`config.mk`:
```
export PLATFORM = sky130hd
export DESIGN_NAME = bcd_scan_counter
export DESIGN_NICKNAME = d
export VERILOG_FILES = /design/src/rtl/bcd_pkg.sv /design/src/rtl/bcd_digit.sv /design/src/rtl/bcd_scan_counter.sv
export SDC_FILE = /design/constraint.sdc
export NUM_CORES = 1
export LEC_CHECK = 0
export CORE_UTILIZATION = 58
export DETAILED_ROUTE_END_ITERATION = 10
export GPL_TIMING_DRIVEN = 0
export PLACE_DENSITY_LB_ADDON = 0.08
export SYNTH_ARGS = -nofsm -noshare
export SYNTH_HDL_FRONTEND = slang
export SYNTH_HIERARCHICAL = 1
export SYNTH_SLANG_ARGS = --single-unit
```
`constraint.sdc`:
```
create_clock -name clk -period 9.1 [get_ports clk]
set_input_delay 1.82 -clock clk [delete_from_list [all_inputs] [get_ports clk]]
set_output_delay 1.82 -clock clk [all_outputs]
set_load 0.005 [all_outputs]
```
`src/rtl/bcd_pkg.sv`:
```
// bcd_pkg: shared constants and the digit type for the BCD scan counter
package bcd_pkg;
   localparam int NDIG = 4;
   typedef logic [3:0] digit_t;
   localparam digit_t BLANK_CODE = 4'hF;
endpackage

```
`src/rtl/bcd_digit.sv`:
```
// bcd_digit: one decade register with load, up/down step and wrap carry/borrow
module bcd_digit
   import bcd_pkg::*;
(
   input  logic   clk,
   input  logic   rst,
   input  logic   i_load,
   input  digit_t i_load_d,
   input  logic   i_en,
   input  logic   i_up,
   output digit_t o_q,
   output logic   o_co
);
   digit_t r_q;
   // digit register: reset, then load (out-of-range nibbles become 0), then step
   always_ff @(posedge clk)
      if (rst) r_q <= '0;
      else if (i_load) r_q <= (i_load_d > 4'd9) ? 4'd0 : i_load_d;
      else if (i_en) r_q <= i_up ? ((r_q == 4'd9) ? 4'd0 : r_q + 4'd1)
                                 : ((r_q == 4'd0) ? 4'd9 : r_q - 4'd1);
   assign o_q  = r_q;
   assign o_co = i_en & (i_up ? (r_q == 4'd9) : (r_q == 4'd0));
endmodule

```
`src/rtl/bcd_scan_counter.sv`:
```
// bcd_scan_counter: 4-digit BCD up/down counter with multiplexed 7-seg scan outputs
module bcd_scan_counter
   import bcd_pkg::*;
#(
   parameter int SCAN_DIV = 50000,
   parameter bit LZ_BLANK = 1'b1
)(
   input  logic        clk,
   input  logic        rst,
   input  logic        cnt_en,
   input  logic        up_dn,
   input  logic        load,
   input  logic [15:0] load_val,
   output logic [15:0] count,
   output logic        carry,
   output logic [3:0]  BCD,
   output logic [3:0]  AN
);
   localparam int PW = (SCAN_DIV > 2) ? $clog2(SCAN_DIV) : 1;
   logic [PW-1:0] r_pre;
   logic [1:0]    r_idx;
   logic          r_carry;
   logic [NDIG:0] w_en;
   logic [15:0]   w_count;
   logic [15:0]   w_hi;
   logic          w_blank;
   // load has priority, so it suppresses stepping and the wrap pulse
   assign w_en[0] = cnt_en & ~load;
   for (genvar g = 0; g < NDIG; g++) begin : g_dig
      bcd_digit u_dig (
         .clk      (clk),
         .rst      (rst),
         .i_load   (load),
         .i_load_d (load_val[4*g +: 4]),
         .i_en     (w_en[g]),
         .i_up     (up_dn),
         .o_q      (w_count[4*g +: 4]),
         .o_co     (w_en[g+1])
      );
   end
   // wrap pulse out of the top decade, registered for one cycle
   always_ff @(posedge clk)
      if (rst) r_carry <= 1'b0;
      else r_carry <= w_en[NDIG];
   // scan prescaler and digit index, independent of counting and loading
   always_ff @(posedge clk)
      if (rst) begin
         r_pre <= '0;
         r_idx <= '0;
      end else if (r_pre == PW'(SCAN_DIV - 1)) begin
         r_pre <= '0;
         r_idx <= r_idx + 2'd1;
      end else r_pre <= r_pre + PW'(1);
   // selected digit sits in the low nibble; blank when it and all higher digits are zero
   always_comb begin
      w_hi    = w_count >> {r_idx, 2'b00};
      w_blank = LZ_BLANK && (r_idx != 2'd0) && (w_hi == 16'h0);
   end
   assign count = w_count;
   assign carry = r_carry;
   assign BCD   = w_blank ? BLANK_CODE : w_hi[3:0];
   assign AN    = ~(4'b0001 << r_idx);
endmodule

```
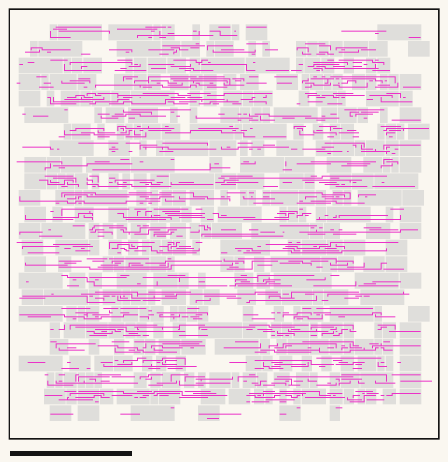
run_1/m1.png
Scale bar: 20 um.
main direction: horizontal
nets with wire on the layer: 369
longest straight run: 21.8 um

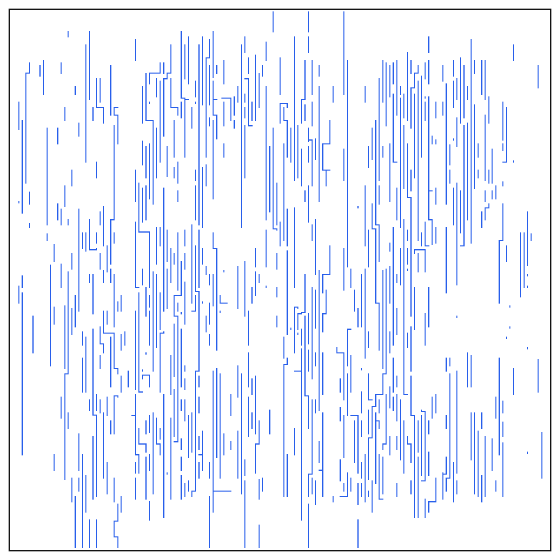
run_1/m2.png
wire length on this layer: 2860 um
share of all routed wire: 46%

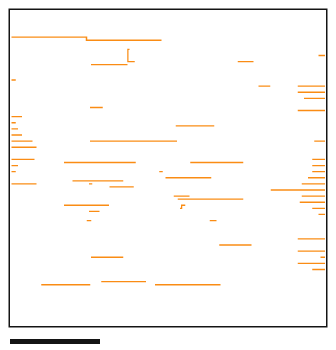
run_1/m3.png
Scale bar: 20 um.
wire length on this layer: 331 um
share of all routed wire: 5.3%
nets with wire on the layer: 52
longest straight run: 19.1 um

==> results.py, run 1 <==
# Flow results
metrics = {
    "cts": {
        "cts_tree": "done",
        "cts.path.max_buffers": 2,
        "hold_buffers": 0,
        "root_buffer": "clkbuf_8",
        "numCtsBuffers": 5,
        "cts_setup_buffers": 0,
        "clk-insertion-delay-late_ns": 0.30,
    },
    "run_status": {
        "outcome": "finished, final reports clean",
    },
    "floorplanning": {
        "die_w_um": 70.31,
        "taps": 52,
        "die-area_mm2": 0.004944,
        "rows": 24,
        "fp_util_pct": 61.31,
    },
    "grt": {
        "grt_pass1_wl_um": 10470,
        "grtUsageMet1_pct": 35.05,
        "grtUsageMet2_pct": 42.65,
        "grt_max_degree": 22,
        "grt_pass1_vias": 2297,
        "overflow": 0,
        "grt_use_total_pct": 26.02,
    },
    "job": {
        "cap_violations": 0,
        "tool_warnings": 29,
    },
    "drt": {
        "via_count": 2619,
        "drt_iter0_drc": 219,
        "post-route-drc-count": 0,
        "wl_met2_um": 2863,
        "wl_met1_um": 2951,
        "dr.pass1.iters": 4,
        "route.antenna.remaining_nets": 0,
    },
    "timing": {
        "relSlewSlack_pct": 38.24,
        "finalCritPeriodShare_pct": 55.00,
        "setup_violations": 0,
        "fin_ws_ns": 4.095,
        "period_minus_slack_ns": 5.005,
        "slew_violations": 0,
        "finalHoldViolCount": 0,
        "finalSetupTns_ns": 0,
    },
    "layout": {
        "fillers": 356,
        "buffer_area_share_pct": 19.94,
        "final-clk-cell-share_pct": 2.573,
        "buffers_excl_clock": 76,
        "comb-cell-share_pct": 53.08,
        "regArea_um2": 700.7,
        "fin_area_mm2": 0.003307,
        "insertedDiodeCount": 0,
        "layout-drive-gt1-share_pct": 11.11,
        "largestClassByArea": "multi-input combinational cells",
        "postLayoutCoreUtil_pct": 74.91,
    },
    "power_and_ir_drop": {
        "ir_drop_v": 0.00007659,
        "power.total_uw": 364.8,
        "powerDensity_mw_per_mm2": 110.3,
        "swShare_pct": 29.72,
        "powerComb_uw": 85.5,
        "switching_power_uw": 108.4,
    },
    "critical_path": {
        "worstPathCellList": "clkdlybuf4s50_1, buf_2, or3_1, a21oi_1, clkbuf_1, nand2_1, a21oi_1, clkbuf_1, nand2_1, a21oi_1, clkbuf_1, and4b_1, o21ai_0, o22a_1, a21oi_1",
        "crit_fanout": 12,
        "crit_family": "buffers and inverters",
        "crit_path_top_delay_cell": "clkdlybuf4s50_1",
        "crit_path_end_kind": "flip-flop",
        "regToRegStartpoint": "g_dig[0].u_dig/o_q[0]",
        "r2r_setup_slack_ns": 5.93,
        "critPathLaunchType": "input port",
        "critPathBufInv": 5,
        "critPathKind": "in2reg",
        "cp.arrival_ns": 5.22,
    },
    "logic_synthesis": {
        "flop_cell": "dfxtp_1",
        "ys_sh_xor_pct": 5.825,
        "async_flop_share_pct": 0,
        "ys_chip_area_mm2": 0.002706,
        "ys_cells": 343,
        "area_leaders": "dfxtp_1 (26%), nor2_1 (6.0%), a21oi_1 (4.8%)",
        "yosysUniqueCellTypes": 45,
        "ys_seq_share_pct": 25.89,
        "yosys.area.top_type": "dfxtp_1",
        "ys_top_logic_family": "simple AND/OR/NAND/NOR gates",
        "syn_area_mm2": 0.002706,
        "synth.avg_cell_area_um2": 7.890,
        "yosysWarnings": 6,
        "fp_nets": 369,
    },
    "min_path": {
        "holdCritPathClass": "reg2reg",
        "min_path_cells": 1,
    },
    "placement": {
        "dp_hpwl_um": 4429,
        "place.gp.congestion": 0.8271,
        "numPortBuffers": 45,
        "place_area_mm2": 0.003222,
    },
}
==> run 1: kinds of logic after synthesis <==
kind of cell    after synthesis
simple gates                145
xor+xnor                     18
mux                           9
flops                        35
compound gates               89
fa+ha+maj                     5
buf+inv                      42
==> run 1: layout by cell type, fill, tap and decap left out, drive strengths merged, types with 2 or more instances in the layout <==
cell,instances
nor2,47
clkdlybuf4s50,45
dfxtp,35
a21oi,26
o21ai,26
nand3,21
clkbuf,20
buf,17
nand2,14
inv,11
nor2b,11
xor2,10
nand2b,9
and2,9
xnor2,8
a211o,8
nand4,6
or4,6
or3,5
mux2i,5
ha,5
o21bai,4
and4,4
o22ai,4
nor3,4
and4b,4
o22a,4
a21boi,4
a311o,4
a221oi,4
a31oi,4
mux4,4
nor4,2
nor4b,2
==> run 2: changes to the inputs <==
CORE_UTILIZATION = 54   (was 58)
clock period = 5.18 ns   (was 9.1 ns; I/O delays follow)
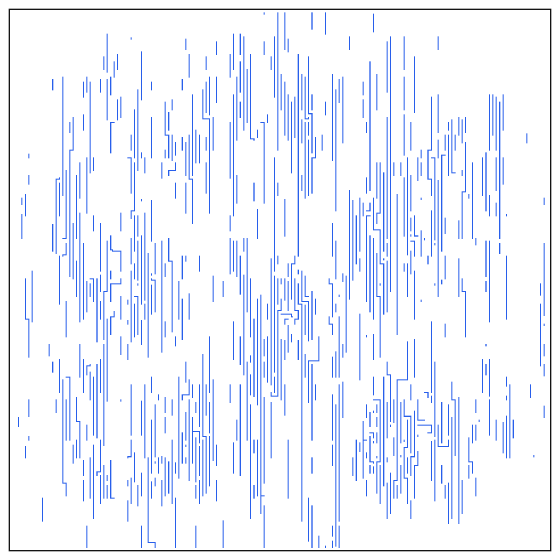
run_2/m2.png
nets with wire on the layer: 328
share of all routed wire: 44%
wire length on this layer: 2860 um

==> run 2 against run 1 <==
  * Clock skew fell by 0.0010 ns
  * Register-to-register slack got worse by 4.0 ns
  * Design area rose by 0.53%
  * Global-route usage fell by 0.30 points
  * Synthesized cell count did not move
  * Area after synthesis did not move
  * Clock power rose by 73%
  * Sequential share of layout area fell by 0.11 points
  * Via count rose by 1.3%
  * Core utilization fell by 5.5 points
==> results.py, run 2 <==
# Flow results
metrics = {
    "job": {
        "tool_warnings": 29,
    },
    "drt": {
        "wl_met1_um": 3118,
        "route.antenna.remaining_nets": 0,
        "via_count": 2654,
        "post-route-drc-count": 0,
        "wl_met2_um": 2858,
    },
    "logic_synthesis": {
        "ys_seq_share_pct": 25.89,
        "ys_top_logic_family": "simple AND/OR/NAND/NOR gates",
        "syn_area_mm2": 0.002706,
        "ys_sh_xor_pct": 5.825,
        "ys_cells": 343,
        "yosys.area.top_type": "dfxtp_1",
        "yosysUniqueCellTypes": 45,
    },
    "cts": {
        "cts_setup_buffers": 0,
        "cts.path.max_buffers": 2,
        "root_buffer": "clkbuf_8",
    },
    "grt": {
        "grt_pass1_vias": 2352,
        "grt_use_total_pct": 25.72,
        "grt_max_degree": 22,
        "grtUsageMet1_pct": 36.18,
        "grt_pass1_wl_um": 10720,
        "grtUsageMet2_pct": 41.54,
    },
    "critical_path": {
        "critPathKind": "in2reg",
        "crit_path_end_kind": "flip-flop",
        "crit_path_top_delay_cell": "clkdlybuf4s50_1",
    },
    "min_path": {
        "holdCritPathClass": "reg2reg",
    },
    "layout": {
        "layout-drive-gt1-share_pct": 11.36,
        "fin_area_mm2": 0.003324,
        "buffers_excl_clock": 76,
        "buffer_area_share_pct": 19.83,
        "insertedDiodeCount": 0,
        "layout_top_cell": "clkdlybuf4s50_1",
        "comb-cell-share_pct": 52.80,
    },
    "run_status": {
        "outcome": "finished, final reports clean",
    },
    "placement": {
        "numPortBuffers": 45,
        "place.gp.congestion": 0.8118,
    },
    "floorplanning": {
        "die_w_um": 72.80,
        "die-area_mm2": 0.005299,
    },
    "power_and_ir_drop": {
        "powerDensity_mw_per_mm2": 192.6,
        "ir_drop_v": 0.0001918,
    },
    "timing": {
        "setup_violations": 0,
    },
}
==> run 2: power by group <==
part | internal [uW] | switching (uW)
combinational | 78.0 | 74.3
clock | 92.1 | 105
sequential | 278 | 12.5
total | 449 | 192
==> run 2: worst min path at each step <==
| stage | from | endpoint | slack (ns) | cells after the start |
|---|---|---|---|---|
| global route | r_pre[0] | r_pre[0] | 0.52 | 1 |
| detailed placement | r_pre[0] | r_pre[0] | 0.48 | 1 |
| floorplan | r_pre[0] | r_pre[0] | 0.43 | 1 |
| global placement | r_pre[0] | r_pre[0] | 0.44 | 1 |
| finish | r_pre[0] | r_pre[0] | 0.49 | 1 |
| CTS | r_pre[0] | r_pre[0] | 0.49 | 1 |
No activity file was given, so power comes from the tool's default toggle rates.
